`src/rtl/pmc_hw_accelerator_shift_ctrl_if.sv`:
```
// Handshake bundle between the PMC accelerator port and its shift sequencer.
// The slave side is the sequencer. The master side issues requests and watches progress.
interface pmc_hw_accelerator_shift_ctrl_if #(
    parameter int CNT_W = 4
) ();
    logic             start;
    logic             abort;
    logic             stall;
    logic             sh_a;
    logic             busy;
    logic             done;
    logic [CNT_W-1:0] beat_cnt;
    logic             err;

    modport master (
        output start, abort, stall,
        input  sh_a, busy, done, beat_cnt, err
    );

    modport slave (
        input  start, abort, stall,
        output sh_a, busy, done, beat_cnt, err
    );
endinterface

```
`src/rtl/pmc_hw_accelerator_shift_ctrl.sv`:
```
// Shift sequencer that moves one accelerator frame of BEATS 64-bit beats under a flop-driven sh_a.
// Optional stall timeout: define PMC_HW_ACC_SHIFT_TIMEOUT_EN.
//
//   state    | meaning
//   ST_IDLE  | waiting for start; sh_a low
//   ST_SHIFT | frame in progress; sh_a follows !stall, one beat per sh_a-high edge
//   ST_DONE  | single completion cycle with done high
module pmc_hw_accelerator_shift_ctrl #(
    parameter int BEATS   = 8,
    parameter int CNT_W   = 4,
    parameter int TIMEOUT = 255
) (
    input  logic                             clk,
    input  logic                             rst,
    pmc_hw_accelerator_shift_ctrl_if.slave   bus
);

    typedef enum logic [1:0] {
        ST_IDLE  = 2'd0,
        ST_SHIFT = 2'd1,
        ST_DONE  = 2'd2
    } state_t;

    localparam logic [CNT_W-1:0] LAST_BEAT = CNT_W'(BEATS - 1);

    if ((2 ** CNT_W) <= BEATS || TIMEOUT < 1) begin : g_param_check
        $error("pmc_hw_accelerator_shift_ctrl: CNT_W too small for BEATS or TIMEOUT < 1");
    end

    state_t           state;
    logic             sh_a_q;
    logic             busy_q;
    logic             done_q;
    logic [CNT_W-1:0] beat_cnt_q;

`ifdef PMC_HW_ACC_SHIFT_TIMEOUT_EN
    localparam int             TMR_W    = $clog2(TIMEOUT + 1);
    localparam logic [TMR_W-1:0] TMR_LOAD = TMR_W'(TIMEOUT - 1);

    logic             err_q;
    logic [TMR_W-1:0] stall_tmr;
`endif

    always_ff @(posedge clk or posedge rst) begin
        if (rst) begin
            state      <= ST_IDLE;
            sh_a_q     <= 1'b0;
            busy_q     <= 1'b0;
            done_q     <= 1'b0;
            beat_cnt_q <= '0;
`ifdef PMC_HW_ACC_SHIFT_TIMEOUT_EN
            err_q      <= 1'b0;
            stall_tmr  <= TMR_LOAD;
`endif
        end else begin
            done_q <= 1'b0;
            if (bus.abort) begin
                state      <= ST_IDLE;
                sh_a_q     <= 1'b0;
                busy_q     <= 1'b0;
                beat_cnt_q <= '0;
`ifdef PMC_HW_ACC_SHIFT_TIMEOUT_EN
                err_q      <= 1'b0;
                stall_tmr  <= TMR_LOAD;
`endif
            end else begin
                case (state)
                    ST_IDLE: begin
                        sh_a_q <= 1'b0;
`ifdef PMC_HW_ACC_SHIFT_TIMEOUT_EN
                        stall_tmr <= TMR_LOAD;
`endif
                        if (bus.start) begin
                            state      <= ST_SHIFT;
                            busy_q     <= 1'b1;
                            sh_a_q     <= ~bus.stall;
                            beat_cnt_q <= '0;
`ifdef PMC_HW_ACC_SHIFT_TIMEOUT_EN
                            err_q      <= 1'b0;
`endif
                        end
                    end

                    ST_SHIFT: begin
                        if (sh_a_q) begin
                            beat_cnt_q <= beat_cnt_q + 1'b1;
                        end
`ifdef PMC_HW_ACC_SHIFT_TIMEOUT_EN
                        if (!bus.stall) begin
                            stall_tmr <= TMR_LOAD;
                        end else if (stall_tmr != '0) begin
                            stall_tmr <= stall_tmr - 1'b1;
                        end
`endif
                        // Completion wins over a timeout landing on the same edge.
                        if (sh_a_q && beat_cnt_q == LAST_BEAT) begin
                            state  <= ST_DONE;
                            sh_a_q <= 1'b0;
                            done_q <= 1'b1;
`ifdef PMC_HW_ACC_SHIFT_TIMEOUT_EN
                        end else if (bus.stall && stall_tmr == '0) begin
                            state  <= ST_IDLE;
                            sh_a_q <= 1'b0;
                            busy_q <= 1'b0;
                            err_q  <= 1'b1;
`endif
                        end else begin
                            sh_a_q <= ~bus.stall;
                        end
                    end

                    ST_DONE: begin
                        state  <= ST_IDLE;
                        sh_a_q <= 1'b0;
                        busy_q <= 1'b0;
                    end

                    default: begin
                        state  <= ST_IDLE;
                        sh_a_q <= 1'b0;
                        busy_q <= 1'b0;
                    end
                endcase
            end
        end
    end

    assign bus.sh_a     = sh_a_q;
    assign bus.busy     = busy_q;
    assign bus.done     = done_q;
    assign bus.beat_cnt = beat_cnt_q;
`ifdef PMC_HW_ACC_SHIFT_TIMEOUT_EN
    assign bus.err      = err_q;
`else
    assign bus.err      = 1'b0;
`endif

endmodule

```
`src/flat_wrapper.sv`:
```
// flat-port wrapper written by rule: the top's interface ports become plain ports
module pmc_hw_accelerator_shift_ctrl_flat 
#(
    parameter int BEATS   = 8,
    parameter int CNT_W   = 4,
    parameter int TIMEOUT = 255
)
  (clk, rst, bus_start, bus_abort, bus_stall, bus_sh_a, bus_busy, bus_done, bus_beat_cnt, bus_err);
  pmc_hw_accelerator_shift_ctrl_if #(.CNT_W(CNT_W)) bus_i ();
  input  logic clk;
  input  logic rst;
  input wire logic [$bits(bus_i.start)-1:0] bus_start;
  input wire logic [$bits(bus_i.abort)-1:0] bus_abort;
  input wire logic [$bits(bus_i.stall)-1:0] bus_stall;
  output wire logic [$bits(bus_i.sh_a)-1:0] bus_sh_a;
  output wire logic [$bits(bus_i.busy)-1:0] bus_busy;
  output wire logic [$bits(bus_i.done)-1:0] bus_done;
  output wire logic [$bits(bus_i.beat_cnt)-1:0] bus_beat_cnt;
  output wire logic [$bits(bus_i.err)-1:0] bus_err;
  assign bus_i.start = bus_start;
  assign bus_i.abort = bus_abort;
  assign bus_i.stall = bus_stall;
  assign bus_sh_a = bus_i.sh_a;
  assign bus_busy = bus_i.busy;
  assign bus_done = bus_i.done;
  assign bus_beat_cnt = bus_i.beat_cnt;
  assign bus_err = bus_i.err;
  pmc_hw_accelerator_shift_ctrl #(.BEATS(BEATS), .CNT_W(CNT_W), .TIMEOUT(TIMEOUT)) u_core (.clk(clk), .rst(rst), .bus(bus_i));
endmodule
```
`config.mk`:
```
export PLATFORM = sky130hd
export DESIGN_NAME = pmc_hw_accelerator_shift_ctrl_flat
export DESIGN_NICKNAME = d
export VERILOG_FILES = /design/src/rtl/pmc_hw_accelerator_shift_ctrl_if.sv /design/src/rtl/pmc_hw_accelerator_shift_ctrl.sv /design/src/flat_wrapper.sv
export SDC_FILE = /design/constraint.sdc
export NUM_CORES = 1
export LEC_CHECK = 0
export ABC_AREA = 1
export CORE_AREA = 2 2 39 41
export DETAILED_ROUTE_END_ITERATION = 16
export DIE_AREA = 0 0 41 43
export GPL_TIMING_DRIVEN = 0
export PLACE_DENSITY = 0.59
export SLEW_MARGIN = 20
export SYNTH_ARGS = -nofsm -noshare
export SYNTH_HDL_FRONTEND = slang
export SYNTH_SLANG_ARGS = --single-unit
```
`constraint.sdc`:
```
create_clock -name clk -period 1.4 [get_ports clk]
set_input_delay 0.28 -clock clk [delete_from_list [all_inputs] [get_ports clk]]
set_output_delay 0.28 -clock clk [all_outputs]
set_load 0.05 [all_outputs]
```
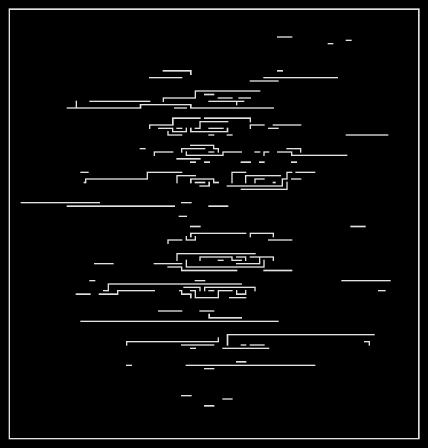
*Metal 1, run 1*
main direction: horizontal
nets with wire on the layer: 72
met1 GRT Util: 0.156
total wire length: 842 um
vias post-DR: 393

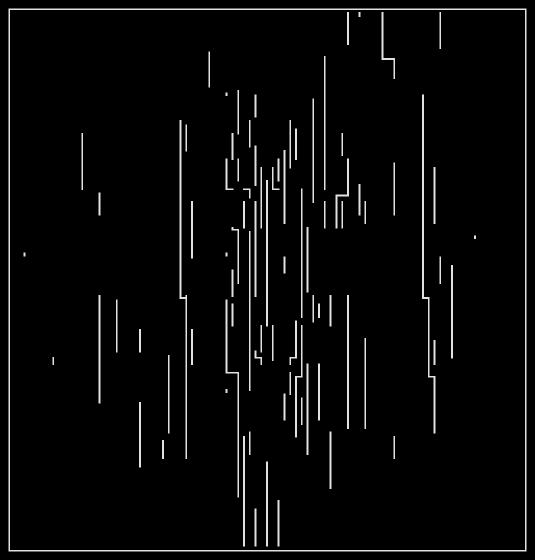
*Met2 routing, run 1*
wire length on this layer: 371 um
share of all routed wire: 44%
main direction: vertical
nets with wire on the layer: 64
longest straight run: 16.2 um
met2 usage: 0.163

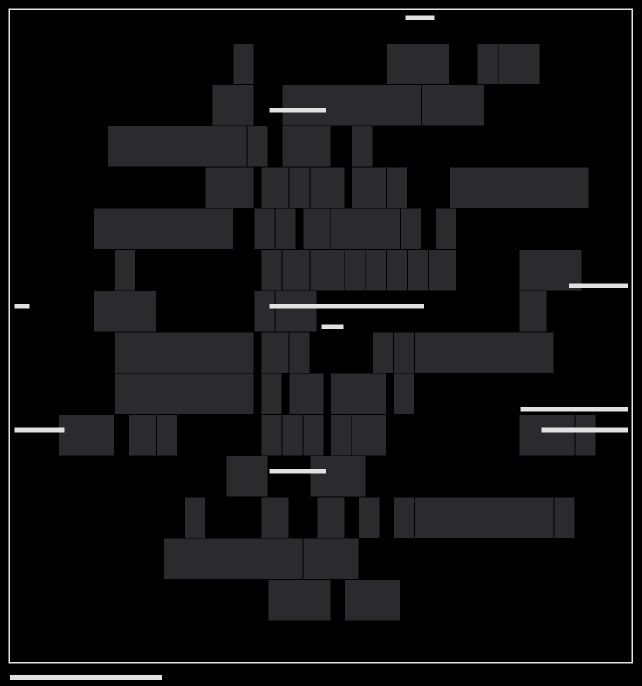
*M3 wires, run 1*
Bar = 10 um. Cells faint in the background.
longest straight run: 9.90 um
nets with wire on the layer: 7

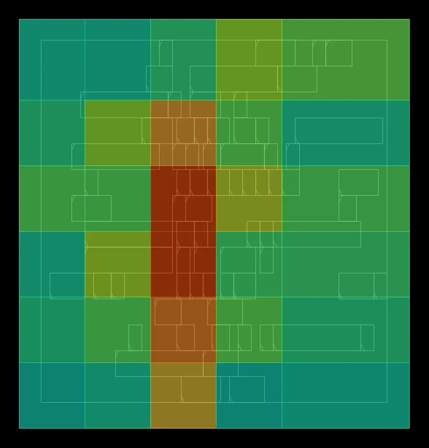
*Routing congestion, run 1*
Routed WL per cell: 9.46 um
Most Crowded Layer GR: met2

==> flow_summary.ini, run 1 <==
; synthesis and place-and-route metrics
[outcome]
status = complete, no violations

[detailed_routing]
wl_met2_um = 370
route.detailed.drc = 0

[placed_design]
dp.cells = 85
gp_congestion = 0.756
io_buffers = 11

[synth]
edf_count = 0
syn_nets = 64
top_area_frac = 0.484
yosys.cell_types.count = 16
synthAoiAreaFrac = 0.0591
avgSynthCellArea_um2 = 8.02
largest_area_cell = dfrtp_1
yosysSeqAreaShare = 0.484

[power]
power_leader = registers
power_mw = 0.620
seqPwrFrac = 0.458
p_per_area_nw_per_um2 = 1000
power_switching_mw = 0.195
switching_share = 0.314
combPwrFrac = 0.210

[run]
cap_violations = 0
warnings = 26

[die]
die-area_um2 = 1760
core_area_um2 = 1380
die_width_um = 41

[clock_network]
ctsHoldBuffers = 0
cts_sinks = 9
clk_latency_ns = 0.27
cts_made_buffers = 3
tritoncts = done
htreeDepth = 1

[timing]
whs_ns = 0.270
rsz0062_at_grt = false
hold_viol = 0
maxSlewViolCount = 0
fmax_mhz = 748

[finish]
lay_top_count = nand2_1
combGateArea_um2 = 188
dominant_cells = flip-flops and latches
comb_cells = 36
sh_comb_area = 0.304
inverters = 12
signal_buffers = 12
seq_cells = 9
regArea_um2 = 225
clkCellAreaFrac = 0.0425
nonClkBufAreaFrac = 0.184

[critical_path]
path_delay_family = flip-flops
timing.rr.start = u_core.bus.beat_cnt[0]$_DFFE_PP0P_
required_ns = 1.12
crit_arrival_ns = 1.06
rr_worst_depth = 6
worst_setup_path_end_kind = output port
cp_slowest_cell = dfrtp_1
path_cells = clkdlybuf4s15_2
crit_type = reg2out

[global_routing]
antenna_found_initial = 0
grt.met3_usage = 0.0314
grt_pass1_wl_um = 1370
### Sequential cells coloured by netlist name, run 1

Bar = 10 um. Other sequential cells in the stronger grey, the rest of the logic in the fainter grey.
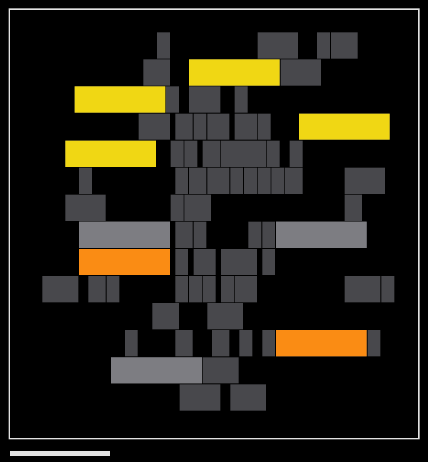

==> run 2, diff against run 1 <==
--- a/config.mk
+++ b/config.mk
@@ -11,2 +11,3 @@
 export DIE_AREA = 0 0 41 43
+export GPL_ROUTABILITY_DRIVEN = 0
 export GPL_TIMING_DRIVEN = 0
--- a/constraint.sdc
+++ b/constraint.sdc
@@ -3,2 +3,2 @@
 set_output_delay 0.28 -clock clk [all_outputs]
-set_load 0.05 [all_outputs]
+set_load 0.01 [all_outputs]
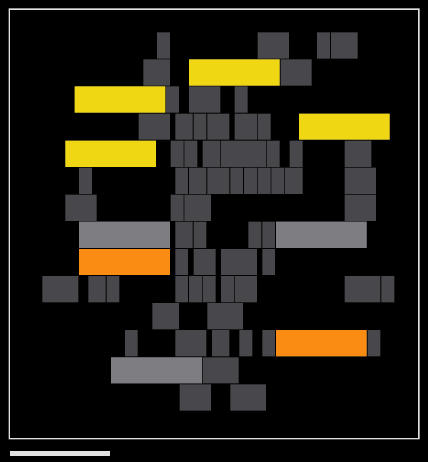
*Sequential cells coloured by netlist name, run 2*
Bar = 10 um. Other sequential cells in the stronger grey, the rest of the logic in the fainter grey.
legend:
  yellow:
    netlist_name: u_core.bus.beat_cnt
    placed_flops: 4
  orange:
    netlist_name: u_core.state
    placed_flops: 2

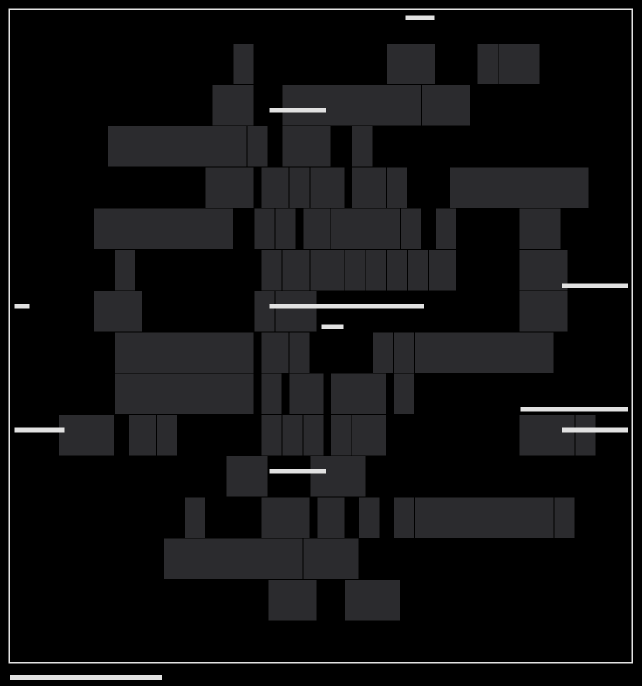
*M3 wires, run 2*
Bar = 10 um. Cells faint in the background.
longest straight run: 9.90 um
nets with wire on the layer: 7
main direction: horizontal
share of all routed wire: 4.5%
vias post-DR: 396
M3 GR Usage: 0.0314

==> run 2 against run 1 <==
  * Core utilization grew 0.18 points
  * First-iteration DRC count is the same
  * Count of clock-buffer cells in the layout is the same
  * Worst hold slack is essentially flat
  * Sequential cell count is the same
  * Clock skew is the same
  * Critical path type unchanged
  * Largest cell class unchanged
==> flow_summary.ini, run 2 <==
; synthesis and place-and-route metrics
[outcome]
status = complete, no violations

[timing]
fmax_mhz = 802
rsz0062_at_grt = false
clock_skew_ns = 0.00304
setup_tns_ns = 0
setup_viol = 0
whs_ns = 0.270
maxSlewViolCount = 0
hold_viol = 0

[synth]
yosysSeqAreaShare = 0.484
ys_sh_xor = 0
largest_area_cell = dfrtp_1
avgSynthCellArea_um2 = 8.02
yosys.cell_types.count = 16
edf_count = 0
syn_nets = 64
top_cell = nand2_1
ys_sh_simple = 0.309
synthAoiAreaFrac = 0.0591
top_area_frac = 0.484
yosysWarningCount = 0
ys_sh_mux = 0

[die]
die-area_um2 = 1760
core_area_um2 = 1380
fp-utilization = 0.336
io_pins = 13
die_width_um = 41

[power]
switching_share = 0.273
power_mw = 0.582
pwr-share-clk = 0.353
power_switching_mw = 0.159
combPwrFrac = 0.160
power_leader = registers
p_per_area_nw_per_um2 = 938
powerComb_mw = 0.0929
ir_worst_vdd_mv = 0.359
p_int_mw = 0.423
seqPwrFrac = 0.487

[run]
warnings = 26
cap_violations = 0

[detailed_routing]
wl_per_cell_um = 9.36
routed-wl-met3_um = 38
viasPerCell = 4.40
wl_um = 842
wl_met2_um = 369
route.detailed.drc = 0
dr.pass1.iters = 4

[global_routing]
grt_pass1_wl_um = 1370
antenna_found_initial = 0
grt.overflow.total = 0
grt-busiest-layer = met2
grt_pass1_vias = 353
grtUsageMet2 = 0.166
grtUsageMet1 = 0.153

[critical_path]
rr_worst_depth = 6
crit_arrival_ns = 0.97
cp_slowest_cell = dfrtp_1
crit_buf_inv = 1
crit_type = reg2out
crit_cells = 1
required_ns = 1.12
path_delay_family = flip-flops
critPathCapture = bus_beat_cnt[0]
path_cells = dlygate4sd2_1
cp-startpoint = u_core.bus.beat_cnt[0]$_DFFE_PP0P_
worst_setup_path_end_kind = output port
timing.rr.start = u_core.bus.beat_cnt[0]$_DFFE_PP0P_

[finish]
dominant_cells = flip-flops and latches
sh_comb_area = 0.302
combGateArea_um2 = 188
nonClkBufAreaFrac = 0.187
antenna_cells = 0
seq_cells = 9
inverters = 12
lay_top_count = nand2_1
largest_reg_flops = 4
regArea_um2 = 225
comb_cells = 36
clkCellAreaFrac = 0.0423
signal_buffers = 13

[clock_network]
cts_made_buffers = 3
tritoncts = done
clockRootBuffer = clkbuf_4
htreeDepth = 1
cts_sinks = 9
ctsHoldBuffers = 0
clkSlewWorstSetupHoldPaths_ns = 0.06
clk_latency_ns = 0.27

[placed_design]
dp.cells = 85
io_buffers = 11
==> run 3, diff against run 2 <==
ABC_CLOCK_PERIOD_IN_PS = 1400   (was default)
SETUP_SLACK_MARGIN = 0.02   (was default)
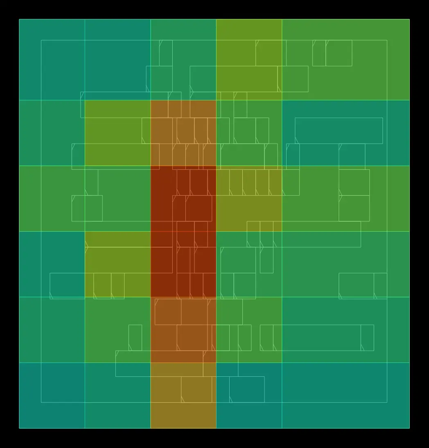
*Routing congestion, run 3*
final core utilization: 0.448
Overall Global Routing Usage: 0.125
met1 GRT Util: 0.153

==> run 3 against run 2 <==
  * Power is the same
  * Critical endpoint unchanged
  * Wire length is the same
  * Fmax is the same
  * Highest routed layer unchanged
  * Largest cell class unchanged
  * Core utilization is the same
==> flow_summary.ini, run 3 <==
; synthesis and place-and-route metrics
[global_routing]
grt.overflow.total = 0
grt-busiest-layer = met2
grt_pass1_vias = 353
grt.met3_usage = 0.0314
grt_pass1_wl_um = 1370

[critical_path]
crit_cells = 1
critPathCapture = bus_beat_cnt[0]
worst_setup_path_end_kind = output port
cp-startpoint = u_core.bus.beat_cnt[0]$_DFFE_PP0P_
timing.rr.start = u_core.bus.beat_cnt[0]$_DFFE_PP0P_
rr_worst_depth = 6
crit_arrival_ns = 0.97
path_delay_family = flip-flops
path_cells = dlygate4sd2_1
crit_buf_inv = 1

[detailed_routing]
routed-wl-met3_um = 38
viasPerCell = 4.40
dr.pass1.iters = 4
route.detailed.drc = 0
wl_um = 842
wl_met2_um = 369
vias = 396

[synth]
syn_nets = 64
largest_area_cell = dfrtp_1
ys_sh_mux = 0
top_cell = nand2_1
ys_sh_simple = 0.309
synthAoiAreaFrac = 0.0591

[die]
io_pins = 13
die_width_um = 41
core_area_um2 = 1380
fp-utilization = 0.336

[finish]
signal_buffers = 13
seq_cells = 9
regArea_um2 = 225
dominant_cells = flip-flops and latches
largest_reg_flops = 4
nonClkBufAreaFrac = 0.187

[timing]
hold_viol = 0
whs_ns = 0.270
setup_viol = 0
setup_tns_ns = 0
fmax_mhz = 802
rsz0062_at_grt = false
maxSlewViolCount = 0

[run]
warnings = 26
cap_violations = 0

[power]
switching_share = 0.273
p_int_mw = 0.423
ir_worst_vdd_mv = 0.359
seqPwrFrac = 0.487
power_switching_mw = 0.159
powerComb_mw = 0.0929
p_per_area_nw_per_um2 = 938
pwr-share-clk = 0.353
power_mw = 0.582
power_leader = registers
combPwrFrac = 0.160

[clock_network]
clockRootBuffer = clkbuf_4
htreeDepth = 1
clkSlewWorstSetupHoldPaths_ns = 0.06
cts_sinks = 9
cts_made_buffers = 3
tritoncts = done

[placed_design]
dp.cells = 85
io_buffers = 11

[outcome]
status = complete, no violations
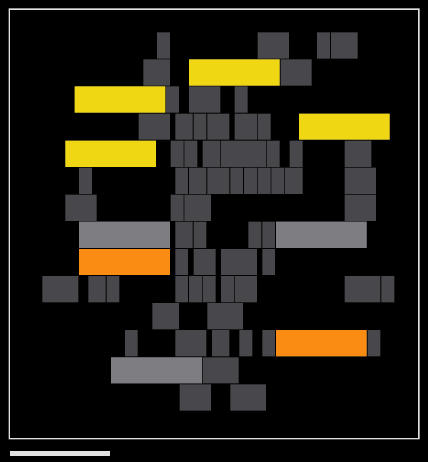
*Sequential cells coloured by netlist name, run 3*
Bar = 10 um. Other sequential cells in the stronger grey, the rest of the logic in the fainter grey.
legend:
  yellow:
    netlist_name: u_core.bus.beat_cnt
    placed_flops: 4
  orange:
    netlist_name: u_core.state
    placed_flops: 2
not coloured: 3
P_seq: 0.284 mW
sequential portion of the cell area: 0.363

Power and IR drop assume default switching activity.
